===== src/rtl/logicnet_input_encoder.sv =====
// LogicNet layer0 input encoder: quantizes signed features to IN_BITS each and packs
// one full frame into the flat layer0 input vector, flagging frames of the wrong length.
module logicnet_input_encoder #(
  parameter int unsigned NUM_FEAT = 49,
  parameter int unsigned FEAT_W   = 16,
  parameter int unsigned IN_BITS  = 2,
  parameter int unsigned SHIFT    = 6,
  parameter int          BIAS     = 2
) (
  input  logic                         clk,
  input  logic                         rst_n,
  input  logic                         s_valid,
  output logic                         s_ready,
  input  logic [FEAT_W-1:0]            s_data,
  input  logic                         s_last,
  output logic                         m_valid,
  input  logic                         m_ready,
  output logic [NUM_FEAT*IN_BITS-1:0]  m_data,
  output logic                         err_len
);

  localparam int unsigned IDX_W = (NUM_FEAT > 1) ? $clog2(NUM_FEAT) : 1;
  localparam int unsigned T_W   = FEAT_W + 2;
  localparam int unsigned Q_MAX = (1 << IN_BITS) - 1;
  localparam logic [IDX_W-1:0] LAST_IDX = IDX_W'(NUM_FEAT - 1);

  typedef enum logic [1:0] {
    COLLECT = 2'd0,
    EMIT    = 2'd1,
    DRAIN   = 2'd2
  } state_t;

  state_t              state;
  logic [IDX_W-1:0]    idx;
  logic signed [FEAT_W-1:0] feat_s_c;
  logic signed [FEAT_W-1:0] feat_sh_c;
  logic signed [T_W-1:0]    t_c;
  logic [IN_BITS-1:0]  q_c;
  logic                accept_c;

  // Shift out fractional bits, add zero-point, then clamp into [0, 2^IN_BITS-1].
  always_comb begin
    feat_s_c  = s_data;
    feat_sh_c = feat_s_c >>> SHIFT;
    t_c       = {{2{feat_sh_c[FEAT_W-1]}}, feat_sh_c} + T_W'(BIAS);
    q_c       = t_c[IN_BITS-1:0];
    if (t_c[T_W-1]) begin
      q_c = '0;
    end else if ($unsigned(t_c) > T_W'(Q_MAX)) begin
      q_c = IN_BITS'(Q_MAX);
    end
  end

  assign accept_c = s_valid && s_ready;

  always_ff @(posedge clk) begin
    if (!rst_n) begin
      state   <= COLLECT;
      idx     <= '0;
      m_data  <= '0;
      s_ready <= 1'b0;
      m_valid <= 1'b0;
      err_len <= 1'b0;
    end else begin
      err_len <= 1'b0;
      case (state)
        COLLECT: begin
          s_ready <= 1'b1;
          if (accept_c) begin
            for (int i = 0; i < int'(NUM_FEAT); i++) begin
              if (idx == IDX_W'(i)) m_data[i*IN_BITS +: IN_BITS] <= q_c;
            end
            if (idx == LAST_IDX) begin
              idx <= '0;
              if (s_last) begin
                state   <= EMIT;
                m_valid <= 1'b1;
                s_ready <= 1'b0;
              end else begin
                // Over-long frame: drop what we have and swallow the rest.
                err_len <= 1'b1;
                m_data  <= '0;
                state   <= DRAIN;
              end
            end else if (s_last) begin
              err_len <= 1'b1;
              m_data  <= '0;
              idx     <= '0;
            end else begin
              idx <= idx + IDX_W'(1);
            end
          end
        end
        EMIT: begin
          // Every slot is rewritten by the next frame, so the vector is not cleared here.
          if (m_ready) begin
            m_valid <= 1'b0;
            s_ready <= 1'b1;
            state   <= COLLECT;
          end
        end
        DRAIN: begin
          s_ready <= 1'b1;
          if (accept_c && s_last) state <= COLLECT;
        end
        default: begin
          state   <= COLLECT;
          idx     <= '0;
          m_valid <= 1'b0;
          s_ready <= 1'b0;
        end
      endcase
    end
  end

endmodule


===== config.mk =====
export PLATFORM = sky130hd
export DESIGN_NAME = logicnet_input_encoder
export DESIGN_NICKNAME = d
export VERILOG_FILES = /design/src/rtl/logicnet_input_encoder.sv
export SDC_FILE = /design/constraint.sdc
export NUM_CORES = 1
export LEC_CHECK = 0
export CORE_MARGIN = 8
export CORE_UTILIZATION = 50
export DETAILED_ROUTE_END_ITERATION = 16
export GPL_TIMING_DRIVEN = 0
export PLACE_DENSITY_LB_ADDON = 0.25
export SYNTH_ARGS = -nofsm -noshare
export SYNTH_HDL_FRONTEND = slang
export SYNTH_SLANG_ARGS = --single-unit

===== constraint.sdc =====
create_clock -name clk -period 2.7 [get_ports clk]
set_input_delay 0.405 -clock clk [delete_from_list [all_inputs] [get_ports clk]]
set_output_delay 0.405 -clock clk [all_outputs]
set_load 0.005 [all_outputs]

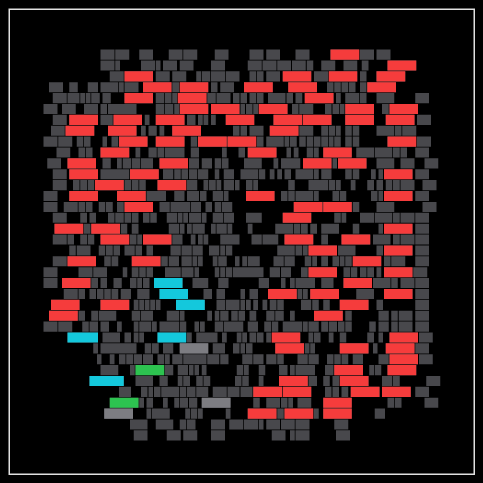
(run_1/ff_map.png)
(4 px per um)
Cyan stands for idx, sequential cells 6. Red stands for m_data, sequential cells 98, where all over the die. Green stands for state, sequential cells 2.
Another 3 sequential cells are not colored.

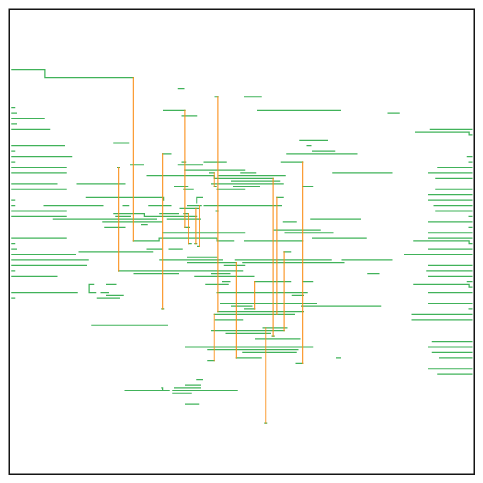
(run_1/layers.png)
(4 px per um) Only two layers are drawn.
Orange stands for M4, wire length 423 um. Green stands for M3, wire length 1670 um.

==> flow_summary.json, run 1 <==
{
  "yosys_area_um2": 4990,
  "cts_tree": "yes",
  "cp_data_required_time_ps": 2950,
  "ys.flops": 109,
  "cap_violations": 0,
  "synth-main-ff-cell": "dfxtp_1",
  "antenna_found_initial": 0,
  "die_h_um": 116,
  "worst_setup_path_start_kind": "input pin",
  "route.vias.total": 5284,
  "grt_pass1_wl_um": 25500,
  "async_reset_ff_share_pct": 0,
  "first_pass_iters": 5,
  "hold_path.class": "reg2reg",
  "clkLatencyLatePin_ps": 370,
  "clock-sinks": 109,
  "finalCritPeriodShare_pct": 96.1,
  "portBuffers": 115,
  "syn_avg_cell_area_um2": 8.28,
  "p_leak_uw": 0.00221,
  "yosys_cells": 602,
  "crit_fanout": 10,
  "num_io_pins": 122,
  "cp-end-kind": "flip-flop",
  "overflow": 0,
  "ant_nets": 0,
  "skew_ps": 9.68,
  "slew_headroom_pct": 49.3,
  "edf_count": 0,
  "worst-endpoint-arrival_ps": 2850,
  "worst_slew_pin_slew_ps": 759,
  "setup_viol": 0,
  "setup.worst_path.class": "in2reg",
  "drtIter0Drc": 428,
  "htree_levels": 3,
  "yosys.area.top_type": "dfxtp_1",
  "top_area_share_pct": 43.8,
  "place.detailed.hpwl_um": 12600,
  "grt_max_degree": 19,
  "final_nets": 764,
  "clk_path_buf_depth": 2,
  "die_x_um": 116,
  "synth_area_um2": 4990,
  "cts_buffers": 9,
  "cts-root-buf": "clkbuf_8",
  "area_growth_pct": 32.2,
  "status": "finished, final reports clean",
  "cellPowerDensity_nw_per_um2": 421,
  "netlist-cell-type-count": 43,
  "ys_seq_share_pct": 43.8,
  "period_minus_slack_ps": 2600,
  "synthCells": 602,
  "detail_route.wl_per_cell_um": 19.1,
  "clk_pin_slew_worst_paths_ps": 100,
  "area_leaders": "dfxtp_1 44%, nand3_1 9.9%, o21ai_0 6.0%"
}
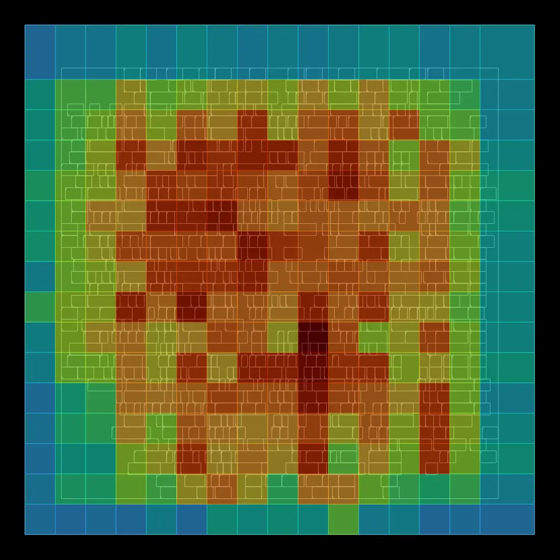
(run_1/congestion_map.png)
met3 Track Usage GR: 5.52%
M2 GR Usage: 41.0%
GR Util All Layers: 24.1%

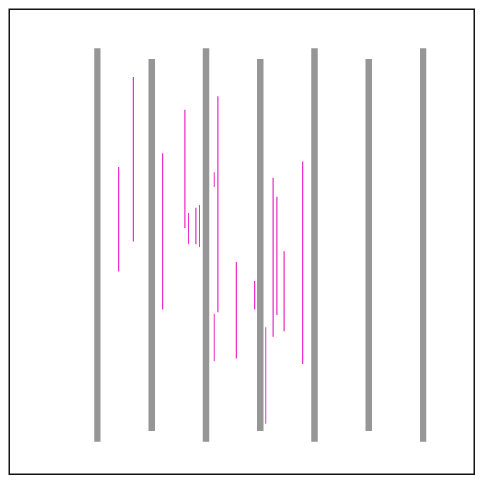
(run_1/m4.png)
(4 px per um) Supply wires on this layer in gray.
The wires run mostly vertical. The layer carries 423 um of wire. The longest straight run is 53.7 um. 15 nets have wire on it.

[run 1: cell usage after synthesis, types with 2 or more instances]
cell type  number
nor3_1          4
buf_1           5
nor2b_1         5
nand2b_1        7
buf_6           3
nand4_1         2
o21ai_0        60
or3b_1          2
mux2i_1         2
nor4_1          3
xor2_1          2
nor3b_1         2
xnor2_1         2
clkbuf_1       40
a41oi_1         2
nand2_1        55
a21oi_1        41
o2111ai_1       2
nand3b_1       14
ha_1           10
and3_1          5
o31a_1          2
o22ai_1        14
or2_2           4
o31ai_1        25
dfxtp_1       109
nor2_1         35
a211oi_1        3
inv_1           9
or3b_2          3
nand3_1        99
o31ai_2        20
[run 1: cell families (layout without fill, tap and decap cells)]
kind of cell	Yosys count	in the layout	synth area share (%)
AOI/OAI and AO/OA	174	174	23.1
xor gates and xnor gates	4	4	0.703
adders and majority gates	10	10	2.51
buffers and inverters	58	193	4.84
DFF	109	109	43.8
muxes	2	2	0.401
and+or+nand+nor	245	245	24.7
[run 1: stage by stage]
stage	util [%]	cells	area, um^2	setup WS, ps
3_5_place_dp	64.8	850	6300	-762
2_1_floorplan	-	602	4990	167
3_3_place_gp	64.8	850	6300	-705
5_1_grt	67.8	870	6590	-9.88
6_report	67.8	870	6590	104
4_1_cts	67.0	865	6520	11.3
[run 1: metal layers]
layer	GRT usage (%)	share of wire, %
met1	28.3	39
met2	41.0	48
met3	5.52	10
met4	10.5	2.5
met5	0	0
[run 1: layout by cell type (no fill, tap or decap), types with 9 or more instances in the layout]
cell type        instances
nand2_1                 55
dfxtp_1                107
a21oi_1                 41
nand3b_1                14
o31ai_2                 20
nand3_1                 98
o21ai_0                 60
clkbuf_8                10
o31ai_1                 25
o22ai_1                 14
clkdlybuf4s50_1        115
clkbuf_1                34
nor2_1                  35
ha_1                     9
[run 1: worst paths after layout]
path | startpoint | endpoint | slack (ps) | cells after the start
min | m_data[61] | m_data[61] | 470 | 2
max reg2reg | idx[1] | m_data[4] | 140 | 9
max | s_data[7] | m_data[4] | 100 | 8
min reg2reg | m_data[61] | m_data[61] | 470 | 2
[run 1: layout make-up]
type	instances	area [um^2]
Tap cell	133	166
Sequential cell	109	2190
Clock buffer	10	138
Fill cell	811	3140
Timing Repair Buffer	120	1190
Multi-Input combinational cell	435	2620
Inverter	9	33.8
Clock inverter	5	45.0
Buffer	49	219
[run 1: critical path, cell delays in order]
cell	delay, ps
clkdlybuf4s50_1	460
ha_1	330
nor4_1	220
a41oi_1	170
a211oi_4	430
nand3b_1	400
buf_2	290
o22ai_1	120
[run 1: flip-flops by register name, summed over array words and instances, names as in the netlist]
signal / cells
m_data: 98
idx: 6
err_len: 1
m_valid: 1
state: 2
s_ready: 1
[run 1: report_power, final]
part           total (uW)  internal [uW]  switching, uW
Combinational         213           75.3            138
Sequential           1610           1610           3.81
Clock                 950            370            580
Total                2780           2060            722
[run 1: what timing repair did]
action	4_1_cts	5_1_grt
setup buffers	0	5
gates resized	11	17
pin swaps	0	3
endpoints found under the setup margin	77	71
--- run 2 (diff from run 1) ---
--- a/config.mk
+++ b/config.mk
@@ -6,7 +6,7 @@
 export NUM_CORES = 1
 export LEC_CHECK = 0
 export CORE_MARGIN = 8
-export CORE_UTILIZATION = 50
+export CORE_UTILIZATION = 25
 export DETAILED_ROUTE_END_ITERATION = 16
 export GPL_TIMING_DRIVEN = 0
 export PLACE_DENSITY_LB_ADDON = 0.25
==> run 2 against run 1 <==
  * Clock-buffer cell count is 1 lower
  * Worst setup slack lost 47 ps
  * Flip-flop count stayed put
  * First-iteration DRC count fell by 27%
  * Critical endpoint is now m_data[70]
  * Largest power group unchanged
  * Highest routed layer unchanged
==> flow_summary.json, run 2 <==
{
  "status": "finished, final reports clean",
  "edf_count": 0,
  "area_leaders": "dfxtp_1 44%, nand3_1 9.9%, o21ai_0 6.0%",
  "yosys_cells": 602,
  "final_nets": 776,
  "synthCells": 602,
  "clk_path_buf_depth": 2,
  "reg.largest.list": "m_data x98, idx x6, state x2",
  "crit_fanout": 8,
  "dp_slack_ps": -945,
  "netlist-cell-type-count": 43,
  "internal-power_uw": 2510,
  "worst_slew_pin_slew_ps": 827,
  "ys_seq_share_pct": 43.8,
  "period_minus_slack_ps": 2640,
  "pwr-share-clk_pct": 44.3,
  "die_x_um": 157,
  "worst-endpoint-arrival_ps": 2910,
  "area_growth_pct": 41.3,
  "clkLatencyLatePin_ps": 360,
  "cellPowerDensity_nw_per_um2": 467,
  "route.vias.total": 5035,
  "synth_area_um2": 4990,
  "setup_viol": 0,
  "overflow": 0,
  "top_area_share_pct": 43.8,
  "skew_ps": 8.47,
  "comb_area_um2": 2620,
  "ant_nets": 0,
  "finalCritPeriodShare_pct": 97.9,
  "drtIter0Drc": 312,
  "regArea_um2": 2190,
  "combPwrFrac_pct": 6.7,
  "lay_top_count": "clkdlybuf4s50_1",
  "p_sw_uw": 782,
  "grt_max_degree": 19,
  "cp_data_required_time_ps": 2970,
  "largest_reg_flops": 98,
  "most_common_cell": "dfxtp_1",
  "fillerInstances": 2063,
  "clock-sinks": 109
}
## run 2: cell counts after synthesis
No cell type changed its count.
## run 2: worst paths after layout
path | start | slack, ps | end | depth (start not counted)
max | idx[0] | 60 | m_data[70] | 9
max reg2reg | idx[0] | 60 | m_data[70] | 9
min reg2reg | m_data[57] | 460 | m_data[57] | 2
min | m_data[57] | 460 | m_data[57] | 2
## run 2: through the flow
stage          util (%)  hold WS [ps]
2_1_floorplan         -           446
3_3_place_gp       33.1           448
3_5_place_dp       33.1           454
4_1_cts            35.1           464
5_1_grt            36.1           486
6_report           36.1           463
## run 2: cell type report
cell class | count | share of cell area, %
plain buffers | 48 | 3.25
clock buffers | 9 | 3.20
clock inverters | 7 | 1.38
inverters | 9 | 0.515
multi-input cells | 435 | 37.2
flip-flops and latches | 109 | 31.0
well taps | 265 | 4.71
repair buffers | 133 | 18.8
## run 2: worst max-delay path, stage by stage, from the launching register on
cell       delay (ps)
dfxtp_4           370
inv_2              80
ha_4              150
or3b_1            360
buf_6             150
o21a_4            220
nor4_4            320
or3b_4            520
clkbuf_16         200
o31ai_2           180
## run 2: timing repair
item                       in CTS  in global routing
gates resized                  13                 17
setup endpoints to repair      87                 69
pin swaps                       2                  5
cloned                          0                  2
buffers inserted                1                 15
## run 2: power groups by stage
stage	Sequential (uW)	Combinational, uW	Clock, uW
floorplan	1650	116	0
global placement	1650	195	0
detailed placement	1650	196	0
CTS	1610	204	1490
global route	1610	240	1550
finish	1610	220	1460
## run 2: cell families (layout without fill, tap and decap cells)
family | Yosys count | count (layout) | share of synthesized area [%]
muxes | 2 | 2 | 0.401
xor gates and xnor gates | 4 | 4 | 0.703
adders and majority gates | 10 | 10 | 2.51
buffers and inverters | 58 | 206 | 4.84
AOI/OAI and AO/OA | 174 | 174 | 23.1
DFF | 109 | 109 | 43.8
and+or+nand+nor | 245 | 245 | 24.7
## run 2: per-layer routing
metal  global-route usage [%]  vias to the layer above  routed length [um]
met4                     4.08                        0                 224
met2                     23.1                      175                8070
met3                     4.63                       17                1550
met5                        0                        -                   0
li1                         -                     2464                   -
met1                     19.3                     2379                8660
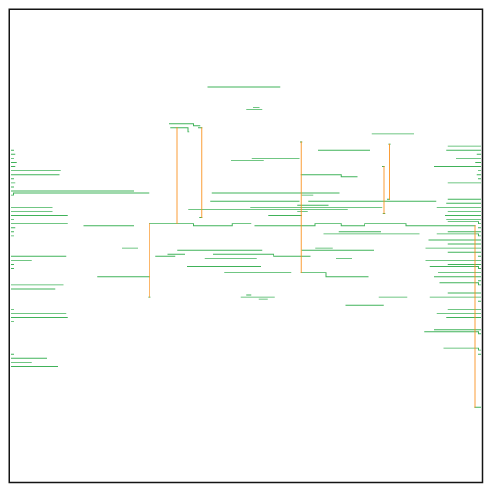
(run_2/layers.png)
(3 px per um) Only two layers are drawn.
Green stands for M3, wire length 1550 um. Orange stands for M4, wire length 224 um.

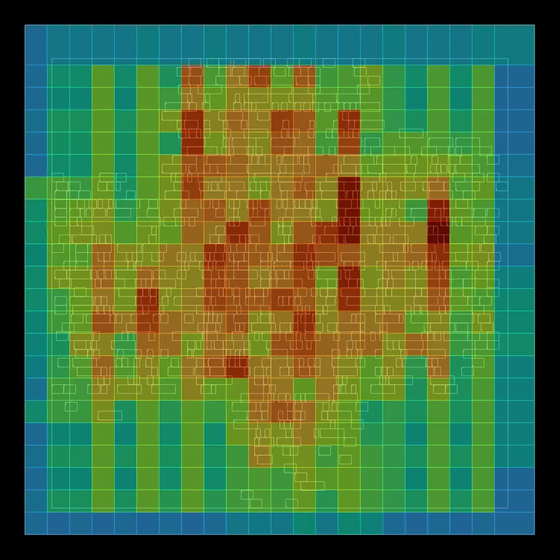
(run_2/congestion_map.png)
wire per inst: 18.2 um
gr busiest metal: met2
met1 Track Usage GR: 19.3%
GR Util All Layers: 14.8%

Power is estimated from default activity; no workload was simulated.
